[config.mk]
export PLATFORM = sky130hd
export DESIGN_NAME = sector_stream_loader
export DESIGN_NICKNAME = d
export VERILOG_FILES = /design/src/rtl/ssl_pkg.sv /design/src/rtl/ssl_sd_req.sv /design/src/rtl/sector_stream_loader.sv
export SDC_FILE = /design/constraint.sdc
export NUM_CORES = 1
export LEC_CHECK = 0
export ABC_AREA = 1
export CAP_MARGIN = 20
export CORE_ASPECT_RATIO = 0.7
export CORE_MARGIN = 2
export CORE_UTILIZATION = 55
export CTS_CLUSTER_SIZE = 12
export DETAILED_ROUTE_END_ITERATION = 8
export PLACE_DENSITY = 0.8
export SETUP_SLACK_MARGIN = 0.15
export SKIP_CTS_REPAIR_TIMING = 1
export SLEW_MARGIN = 20
export SYNTH_ARGS = -nofsm -noshare
export SYNTH_HDL_FRONTEND = slang
export SYNTH_SLANG_ARGS = --single-unit
[constraint.sdc]
create_clock -name clk_100m -period 4.9 [get_ports clk_100m]
set_clock_uncertainty 0.15 [all_clocks]
set_input_delay 0.49 -clock clk_100m [delete_from_list [all_inputs] [get_ports clk_100m]]
set_output_delay 0.49 -clock clk_100m [all_outputs]
set_load 0.005 [all_outputs]
[src/rtl/ssl_pkg.sv]
// rtl/ssl_pkg.sv - shared state encoding, default parameters and byte type for the sector stream loader
package ssl_pkg;

    localparam int          SSL_DEF_SECTOR_BYTES  = 512;
    localparam int          SSL_DEF_LBA_W         = 9;
    localparam int          SSL_DEF_PREAMBLE_LEN  = 10;
    localparam logic [7:0]  SSL_DEF_PREAMBLE_BASE = 8'h30;
    localparam logic [7:0]  SSL_DEF_EOF_BYTE      = 8'h1A;

    typedef logic [7:0] ssl_byte_t;

    typedef enum logic [2:0] {
        ST_IDLE     = 3'd0,
        ST_PREAMBLE = 3'd1,
        ST_REQ      = 3'd2,
        ST_ACKWAIT  = 3'd3,
        ST_FETCH    = 3'd4,
        ST_SEND     = 3'd5,
        ST_DONE     = 3'd6,
        ST_ERR      = 3'd7
    } ssl_state_e;

endpackage

[src/rtl/ssl_sd_req.sv]
// rtl/ssl_sd_req.sv - sector read request / acknowledge handshake towards the HPS
module ssl_sd_req #(
    parameter int LBA_W = 9
) (
    input  logic             clk_100m,
    input  logic             reset_n,
    input  logic             abort,
    input  logic             req,
    input  logic [LBA_W-1:0] lba,
    input  logic             sd_ack,
    output logic [LBA_W-1:0] sd_lba,
    output logic             sd_rd,
    output logic             granted,
    output logic             complete
);

    localparam logic [1:0] PH_IDLE = 2'd0;
    localparam logic [1:0] PH_REQ  = 2'd1;
    localparam logic [1:0] PH_WAIT = 2'd2;

    logic [1:0] phase;

    // Hold sd_rd until the HPS acks, then wait for the ack to drop before reporting completion.
    always_ff @(posedge clk_100m or negedge reset_n) begin
        if (!reset_n) begin
            phase    <= PH_IDLE;
            sd_rd    <= 1'b0;
            sd_lba   <= '0;
            complete <= 1'b0;
        end else begin
            complete <= 1'b0;
            if (abort) begin
                phase <= PH_IDLE;
                sd_rd <= 1'b0;
            end else begin
                case (phase)
                    PH_IDLE: if (req) begin
                        phase  <= PH_REQ;
                        sd_rd  <= 1'b1;
                        sd_lba <= lba;
                    end
                    PH_REQ: if (sd_ack) begin
                        phase <= PH_WAIT;
                        sd_rd <= 1'b0;
                    end
                    PH_WAIT: if (!sd_ack) begin
                        phase    <= PH_IDLE;
                        complete <= 1'b1;
                    end
                    default: phase <= PH_IDLE;
                endcase
            end
        end
    end

    assign granted = (phase == PH_WAIT);

endmodule

[src/rtl/sector_stream_loader.sv]
// rtl/sector_stream_loader.sv - streams SD sectors byte by byte to a sink; SSL_CHECKSUM_EN adds a running byte sum
module sector_stream_loader
    import ssl_pkg::*;
#(
    parameter int         SECTOR_BYTES  = SSL_DEF_SECTOR_BYTES,
    parameter int         LBA_W         = SSL_DEF_LBA_W,
    parameter int         PREAMBLE_LEN  = SSL_DEF_PREAMBLE_LEN,
    parameter logic [7:0] PREAMBLE_BASE = SSL_DEF_PREAMBLE_BASE,
    parameter logic [7:0] EOF_BYTE      = SSL_DEF_EOF_BYTE
) (
    input  logic                            clk_100m,
    input  logic                            reset_n,
    input  logic                            start,
    input  logic                            abort,
    input  logic [LBA_W-1:0]                base_lba,
    input  logic [LBA_W-1:0]                max_sectors,
    output logic [LBA_W-1:0]                sd_lba,
    output logic                            sd_rd,
    input  logic                            sd_ack,
    output logic [$clog2(SECTOR_BYTES)-1:0] buf_addr,
    input  logic [7:0]                      buf_dout,
    output logic [7:0]                      tx_data,
    output logic                            tx_valid,
    input  logic                            tx_ready,
    output logic                            busy,
    output logic                            done,
    output logic                            err,
    output logic [7:0]                      checksum
);

    localparam int AW = $clog2(SECTOR_BYTES);

    ssl_state_e     state;
    logic [LBA_W-1:0] lba;
    logic [LBA_W-1:0] sec_cnt;
    logic [AW-1:0]    idx;
    ssl_byte_t        pre_idx;
    logic             fetch_wait;
    logic             sd_granted;
    logic             sd_complete;

    // Idle-like states are the only ones that accept a new start.
    assign busy = !((state == ST_IDLE) || (state == ST_DONE) || (state == ST_ERR));

    ssl_sd_req #(
        .LBA_W (LBA_W)
    ) u_sd_req (
        .clk_100m (clk_100m),
        .reset_n  (reset_n),
        .abort    (abort),
        .req      (state == ST_REQ),
        .lba      (lba),
        .sd_ack   (sd_ack),
        .sd_lba   (sd_lba),
        .sd_rd    (sd_rd),
        .granted  (sd_granted),
        .complete (sd_complete)
    );

    // Byte FSM: preamble, sector request, buffer fetch with one-cycle latency, and valid/ready send.
    always_ff @(posedge clk_100m or negedge reset_n) begin
        if (!reset_n) begin
            state      <= ST_IDLE;
            lba        <= '0;
            sec_cnt    <= '0;
            idx        <= '0;
            pre_idx    <= '0;
            fetch_wait <= 1'b0;
            buf_addr   <= '0;
            tx_data    <= '0;
            tx_valid   <= 1'b0;
            done       <= 1'b0;
            err        <= 1'b0;
        end else if (abort) begin
            state      <= ST_IDLE;
            tx_valid   <= 1'b0;
            fetch_wait <= 1'b0;
            done       <= 1'b0;
            err        <= 1'b0;
        end else begin
            case (state)
                ST_IDLE, ST_DONE, ST_ERR: if (start) begin
                    lba     <= base_lba;
                    sec_cnt <= '0;
                    idx     <= '0;
                    pre_idx <= '0;
                    done    <= 1'b0;
                    err     <= 1'b0;
                    if (PREAMBLE_LEN == 0) begin
                        state <= ST_REQ;
                    end else begin
                        state    <= ST_PREAMBLE;
                        tx_data  <= PREAMBLE_BASE;
                        tx_valid <= 1'b1;
                    end
                end
                ST_PREAMBLE: if (tx_ready) begin
                    if (pre_idx == 8'(PREAMBLE_LEN - 1)) begin
                        tx_valid <= 1'b0;
                        state    <= ST_REQ;
                    end else begin
                        pre_idx <= pre_idx + 8'd1;
                        tx_data <= PREAMBLE_BASE + pre_idx + 8'd1;
                    end
                end
                ST_REQ: if (sd_granted) begin
                    state <= ST_ACKWAIT;
                end
                ST_ACKWAIT: if (sd_complete) begin
                    idx        <= '0;
                    buf_addr   <= '0;
                    fetch_wait <= 1'b1;
                    state      <= ST_FETCH;
                end
                ST_FETCH: begin
                    if (fetch_wait) begin
                        fetch_wait <= 1'b0;
                    end else if (buf_dout == EOF_BYTE) begin
                        done  <= 1'b1;
                        state <= ST_DONE;
                    end else begin
                        tx_data  <= buf_dout;
                        tx_valid <= 1'b1;
                        state    <= ST_SEND;
                    end
                end
                ST_SEND: if (tx_ready) begin
                    tx_valid <= 1'b0;
                    if (idx != AW'(SECTOR_BYTES - 1)) begin
                        idx        <= idx + 1'b1;
                        buf_addr   <= idx + 1'b1;
                        fetch_wait <= 1'b1;
                        state      <= ST_FETCH;
                    end else begin
                        idx     <= '0;
                        lba     <= lba + 1'b1;
                        sec_cnt <= sec_cnt + 1'b1;
                        if ((max_sectors != '0) && ((sec_cnt + 1'b1) == max_sectors)) begin
                            err   <= 1'b1;
                            state <= ST_ERR;
                        end else begin
                            state <= ST_REQ;
                        end
                    end
                end
                default: state <= ST_IDLE;
            endcase
        end
    end

`ifdef SSL_CHECKSUM_EN
    logic start_ok;
    logic xfer;

    assign start_ok = start && !abort && !busy;
    assign xfer     = tx_valid && tx_ready;

    // Running mod-256 sum of every byte the sink accepts, restarted with each load.
    always_ff @(posedge clk_100m or negedge reset_n) begin
        if (!reset_n) begin
            checksum <= 8'h00;
        end else if (start_ok) begin
            checksum <= 8'h00;
        end else if (xfer) begin
            checksum <= checksum + tx_data;
        end
    end
`else
    assign checksum = 8'h00;
`endif

endmodule

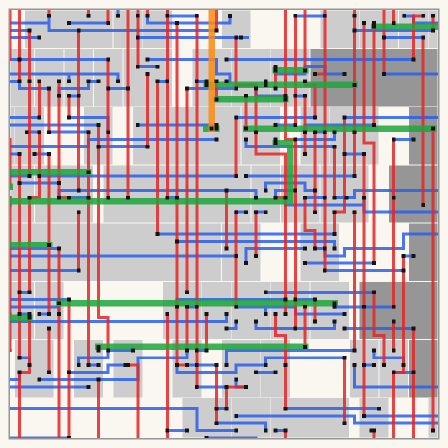
*A small window of the routed layout, run 1*
Region (72, 9) to (92, 29) um. Cells in gray, sequential cells in the stronger gray; small squares are vias.
metal 4 -> orange
metal 2 -> red
metal 3 -> green
metal 1 -> blue
sequential cells in the window = 1
most frequent = nand2_1 (15), o21ai_0 (7), nand3_1 (5)
cells with their middle in the window = 50
netlist names of flops here include = `tx_data` (1)

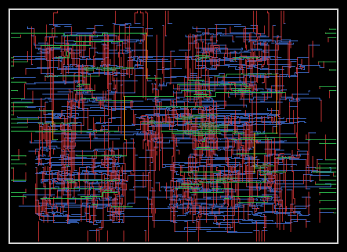
*Metal layers overlaid, run 1*
(3 px per um)
metal 4 -> orange  # wire length 71.4 um
metal 1 -> blue  # wire length 4,650 um
metal 3 -> green  # wire length 989 um
metal 2 -> red  # wire length 4,540 um

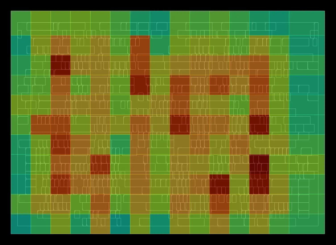
*Track usage over the die, run 1*
grt met1 use: 0.3879
M3 GR Usage: 0.06471
Wirelength per Cell: 14.01 um
met2 Use GR: 0.4006
GRT busiest layer: met2

==> results_dict.tcl, run 1 <==
# flow metrics
set metrics [dict create \
    pwr-share-comb 0.360 \
    hold_ws_ns -0.01561 \
    finalClockPeriodUsage 0.5731 \
    status "complete, but fails checks" \
    ir_drop_v 0.0002329 \
    hold_viol 12 \
    cts_inserted_buffers 9 \
    drive_gt1_frac 0.08833 \
    fp_util 0.5744 \
    netlist_area_sq_um 4242 \
    max_slew_margin 0.5485 \
    grt_pass1_vias 3759 \
    gr-usage-all-layers 0.2662 \
    coreArea_sq_um 7385 \
    place_inst 716 \
    violations "hold timing" \
    cp_cell_sequence "inv_2, nor2_4, inv_2, nor2_4, inv_2, nor2_1, inv_1, nand3_1, inv_1, nand2_2, or2_1, o22ai_2" \
    pwr-share-clk 0.239 \
    drc 0 \
    tns_ns 0 \
    worst_slew_pin_slew_ns 0.6757 \
    drt_iter0_markers 297 \
    critical_path.n_buffers_inverters 5 \
    ys_top_logic_family "simple AND/OR/NAND/NOR gates" \
    dpl.hpwl_um 7773 \
    clock-root-buffer "clkbuf_8" \
    die-area_sq_um 8442 \
    ys_ff 72 \
    common_cells "nand2_1 (150), dfrtp_1 (72), inv_1 (69)" \
    die_w_um 109.0 \
    finalWirelength_um 10260 \
]
run 1: layout make-up:
type,instances,share of cell area
Tap cell,98,0.02398
Multi-Input combinational cell,406,0.4031
Inverter,76,0.05580
Clock buffer,13,0.03108
Sequential cell,72,0.3524
Clock inverter,3,0.007832
Timing Repair Buffer,64,0.1258
run 1: path summary, 6_finish.rpt:
path                                         from                 endpoint  cells past startpoint
setup / recovery             state[0]$_DFFE_PN0P_       idx[5]$_DFFE_PN0P_                     12
hold reg to reg            tx_data[3]$_DFFE_PN0P_   tx_data[3]$_DFFE_PN0P_                      2
setup reg to reg             state[0]$_DFFE_PN0P_       idx[5]$_DFFE_PN0P_                     12
max in group asynchronous                 reset_n  buf_addr[8]$_DFFE_PN0P_                      2
hold / removal                            reset_n   sec_cnt[3]$_DFFE_PN0P_                      1
min in group clk_100m      tx_data[3]$_DFFE_PN0P_   tx_data[3]$_DFFE_PN0P_                      2
run 1: cells in the final DEF, fill, tap and decap left out, types with 5 or more instances in the layout:
cell,instances
a21oi_1,25
clkbuf_8,11
clkdlybuf4s50_1,61
conb_1,8
dfrtp_1,72
ha_1,6
inv_1,69
inv_2,6
nand2_1,150
nand3_1,45
nor2_1,51
nor2_4,5
nor3_1,6
o21ai_0,54
o22ai_1,7
o22ai_2,6
run 1: kinds of logic (layout without fill, tap and decap cells):
logic type / Yosys count / in the layout
buf+inv: 94 / 156
other cells: 1 / 8
flops: 72 / 72
fa+ha+maj: 6 / 6
compound gates: 109 / 109
mux: 2 / 2
simple gates: 281 / 281
run 1: layer usage:
metal / part of all wire / wire [um] / up-vias / GRT usage
li1: - / - / 1961 / -
met1: 0.45 / 4654 / 1895 / 0.3879
met2: 0.44 / 4539 / 207 / 0.4006
met3: 0.096 / 989 / 10 / 0.06471
met4: 0.0069 / 71 / 0 / 0.06154
met5: 0 / 0 / - / 0
run 1: power by group through the flow:
stage / Sequential [mW] / Clock, mW / Combinational, mW
finish: 0.800 / 0.478 / 0.720
CTS: 0.799 / 0.486 / 0.713
global placement: 0.802 / 0 / 0.686
detailed placement: 0.808 / 0 / 0.708
global route: 0.816 / 0.519 / 0.800
floorplan: 0.794 / 0 / 0.445
run 1: flip-flops by register name, indices dropped and copies added (netlist names), 2 cells and up:
| name | flops |
|---|---|
| buf_addr | 9 |
| state | 3 |
| pre_idx | 8 |
| sec_cnt | 9 |
| lba | 9 |
| tx_data | 8 |
| u_sd_req.phase | 2 |
| idx | 9 |
| u_sd_req.sd_lba | 9 |
run 1: worst reg2reg max path: cells and delay by family, from the launching register on:
kind / cells / cell delay, ns
DFF: 1 / 0.44
buffers and inverters: 5 / 0.57
AOI/OAI and AO/OA: 1 / 0.12
and+or+nand+nor: 6 / 1.40
### Routed clock nets over the placement, run 1

(2 px per um)
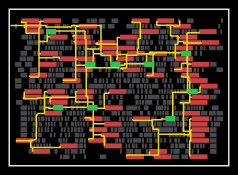

==> run 2, diff against run 1 <==
- CORE_UTILIZATION: 55 -> 54
- PLACE_DENSITY: 0.8 -> 0.79
- clock period: 4.9 -> 2.8 ns (I/O delays scaled with it)
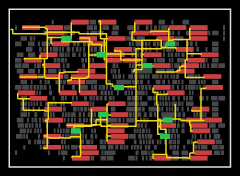
*Routed clock nets over the placement, run 2*
(2 px per um)
clock drivers -> green  # count 9
clock wires -> yellow  # length 938 um
flip-flops -> red  # count 72
flops lie = widely spread
routed clock nets = 10

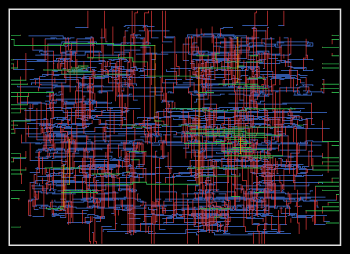
*Metal layers overlaid, run 2*
(3 px per um)
metal 4 -> orange  # wire length 113 um
metal 3 -> green  # wire length 814 um
metal 1 -> blue  # wire length 5,070 um
metal 2 -> red  # wire length 4,580 um

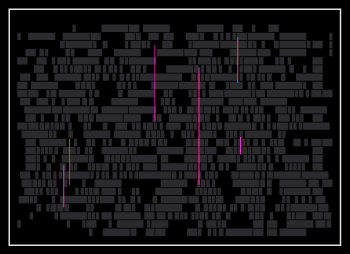
*The metal 4 layer, run 2*
(3 px per um)
share of all routed wire = 1.1%
nets with wire on the layer = 6
wire length on this layer = 113 um
main direction = vertical
longest straight run = 38.8 um

==> run 2 against run 1 <==
Compared with the run above:
- the flow still finishes with violations (hold timing)
- worst setup slack got worse by 1.7 ns
- register-to-register slack got worse by 1.7 ns
- flip-flop count unchanged
- first-iteration DRC count decreased by 10%
- die area increased by 1.8%
- critical endpoint is now sec_cnt[1]$_DFFE_PN0P_
- largest cell class unchanged
- largest power group unchanged
==> results_dict.tcl, run 2 <==
# flow metrics
set metrics [dict create \
    postSynthCellCount 565 \
    dpl.hpwl_um 7737 \
    p_sw_frac 0.3622 \
    yosys_warnings 0 \
    worst_slew_pin_slew_ns 0.9280 \
    status "complete, but fails checks" \
    drv_slew 0 \
    ys_ff 72 \
    place.port_buffers 62 \
    fp_util 0.5694 \
    pwr-share-comb 0.354 \
    die-area_sq_um 8591 \
    drt_iter0_markers 267 \
    wl_per_cell_um 14.39 \
    p_int_mw 2.322 \
    max_slew_margin 0.3813 \
    fmax_mhz 407.2 \
    hold_ws_ns -0.01667 \
    cp_cell_sequence "ha_1, nand2_1, nor2_1, inv_1, nor2_1, nand3_1, nor2_1, ha_1, nand2_1, nand2_1, nand4_4, nor2_4, inv_2, o21ai_1" \
    common_cells "nand2_1 (150), dfrtp_1 (72), inv_1 (69)" \
    synth_top_cell_by_count "nand2_1" \
    drive_gt1_frac 0.09733 \
    gr-usage-all-layers 0.2637 \
    die_w_um 109.9 \
    mostFrequentLayoutCells "nand2_1 (150), dfrtp_1 (72), inv_1 (68)" \
    coreArea_sq_um 7450 \
    pwr-share-clk 0.262 \
    ir_drop_v 0.0003868 \
    finalWirelength_um 10580 \
    tns_ns 0 \
    grt_pass1_vias 3785 \
    violations "hold timing" \
    fin_area_sq_um 5184 \
    hold_viol 9 \
    drc 0 \
    clock-root-buffer "clkbuf_8" \
    top_cells_by_area "dfrtp_1 (42%), nand2_1 (13%), o21ai_0 (6.4%)" \
    netlist_area_sq_um 4242 \
    finalClockPeriodUsage 0.8771 \
    cts_inserted_buffers 9 \
    lay_top_count "nand2_1" \
    synth-edff-count 0 \
    num_antenna_cells 0 \
]
run 2: cell counts after synthesis:
No cell type changed its count.
run 2: logic make-up after synthesis:
logic type	share of synthesized area
other cells	0.0008841
mux	0.005309
simple gates	0.3018
fa+ha+maj	0.01770
flops	0.4248
buf+inv	0.09557
compound gates	0.1540
run 2: metal layers:
layer / wire [um] / GRT usage
met5: 0 / 0
met1: 5070 / 0.3872
met4: 112 / 0.06709
met3: 814 / 0.06312
met2: 4577 / 0.3908
run 2: cell type report:
| cell class | instances | area share |
|---|---|---|
| sequential | 72 | 0.3476 |
| clock inverter | 4 | 0.01472 |
| tap | 98 | 0.02365 |
| inverter | 76 | 0.05745 |
| timing repair buffer | 67 | 0.1260 |
| clock buffer | 12 | 0.02993 |
| multi-input combinational | 406 | 0.4007 |
run 2: per-stage QoR:
step | cells | power, mW | worst slack [ns] | util
2_1_floorplan | 572 | 2.168 | 0.6375 | -
3_3_place_gp | 718 | 2.613 | 0.2955 | 0.6599
3_5_place_dp | 718 | 2.648 | 0.1542 | 0.6599
4_1_cts | 734 | 3.609 | 0.1504 | 0.6910
5_1_grt | 735 | 3.879 | 0.1144 | 0.6958
6_report | 735 | 3.641 | 0.3443 | 0.6958
run 2: worst paths after layout:
kind	from	end	slack [ns]	cells past startpoint
worst max-delay path	idx[0]$_DFFE_PN0P_	sec_cnt[1]$_DFFE_PN0P_	0.34	14
worst min-delay path	reset_n	tx_data[4]$_DFFE_PN0P_	-0.02	2
worst max register to register	idx[0]$_DFFE_PN0P_	sec_cnt[1]$_DFFE_PN0P_	0.34	14
worst min register to register	tx_data[3]$_DFFE_PN0P_	tx_data[3]$_DFFE_PN0P_	0.33	2
max in group asynchronous	reset_n	pre_idx[1]$_DFFE_PN0P_	1.89	2
min in group clk_100m	tx_data[3]$_DFFE_PN0P_	tx_data[3]$_DFFE_PN0P_	0.33	2
run 2: power by group through the flow:
stage | clock (mW) | combinational, mW | sequential (mW)
after floorplan | 0 | 0.779 | 1.39
after global placement | 0 | 1.20 | 1.41
after detailed placement | 0 | 1.24 | 1.41
after CTS | 0.969 | 1.24 | 1.40
after global routing | 1.02 | 1.43 | 1.43
final | 0.954 | 1.29 | 1.40
run 2: worst max-delay path, delay by kind of cell, from the launching register on:
kind                       cells  cell delay (ns)
adders and majority gates      2             0.39
and+or+nand+nor                9             1.13
DFF                            1             0.38
AOI/OAI and AO/OA              1             0.15
buffers and inverters          2             0.16
Power figures rest on the tool's default switching activity, not on a simulated workload.
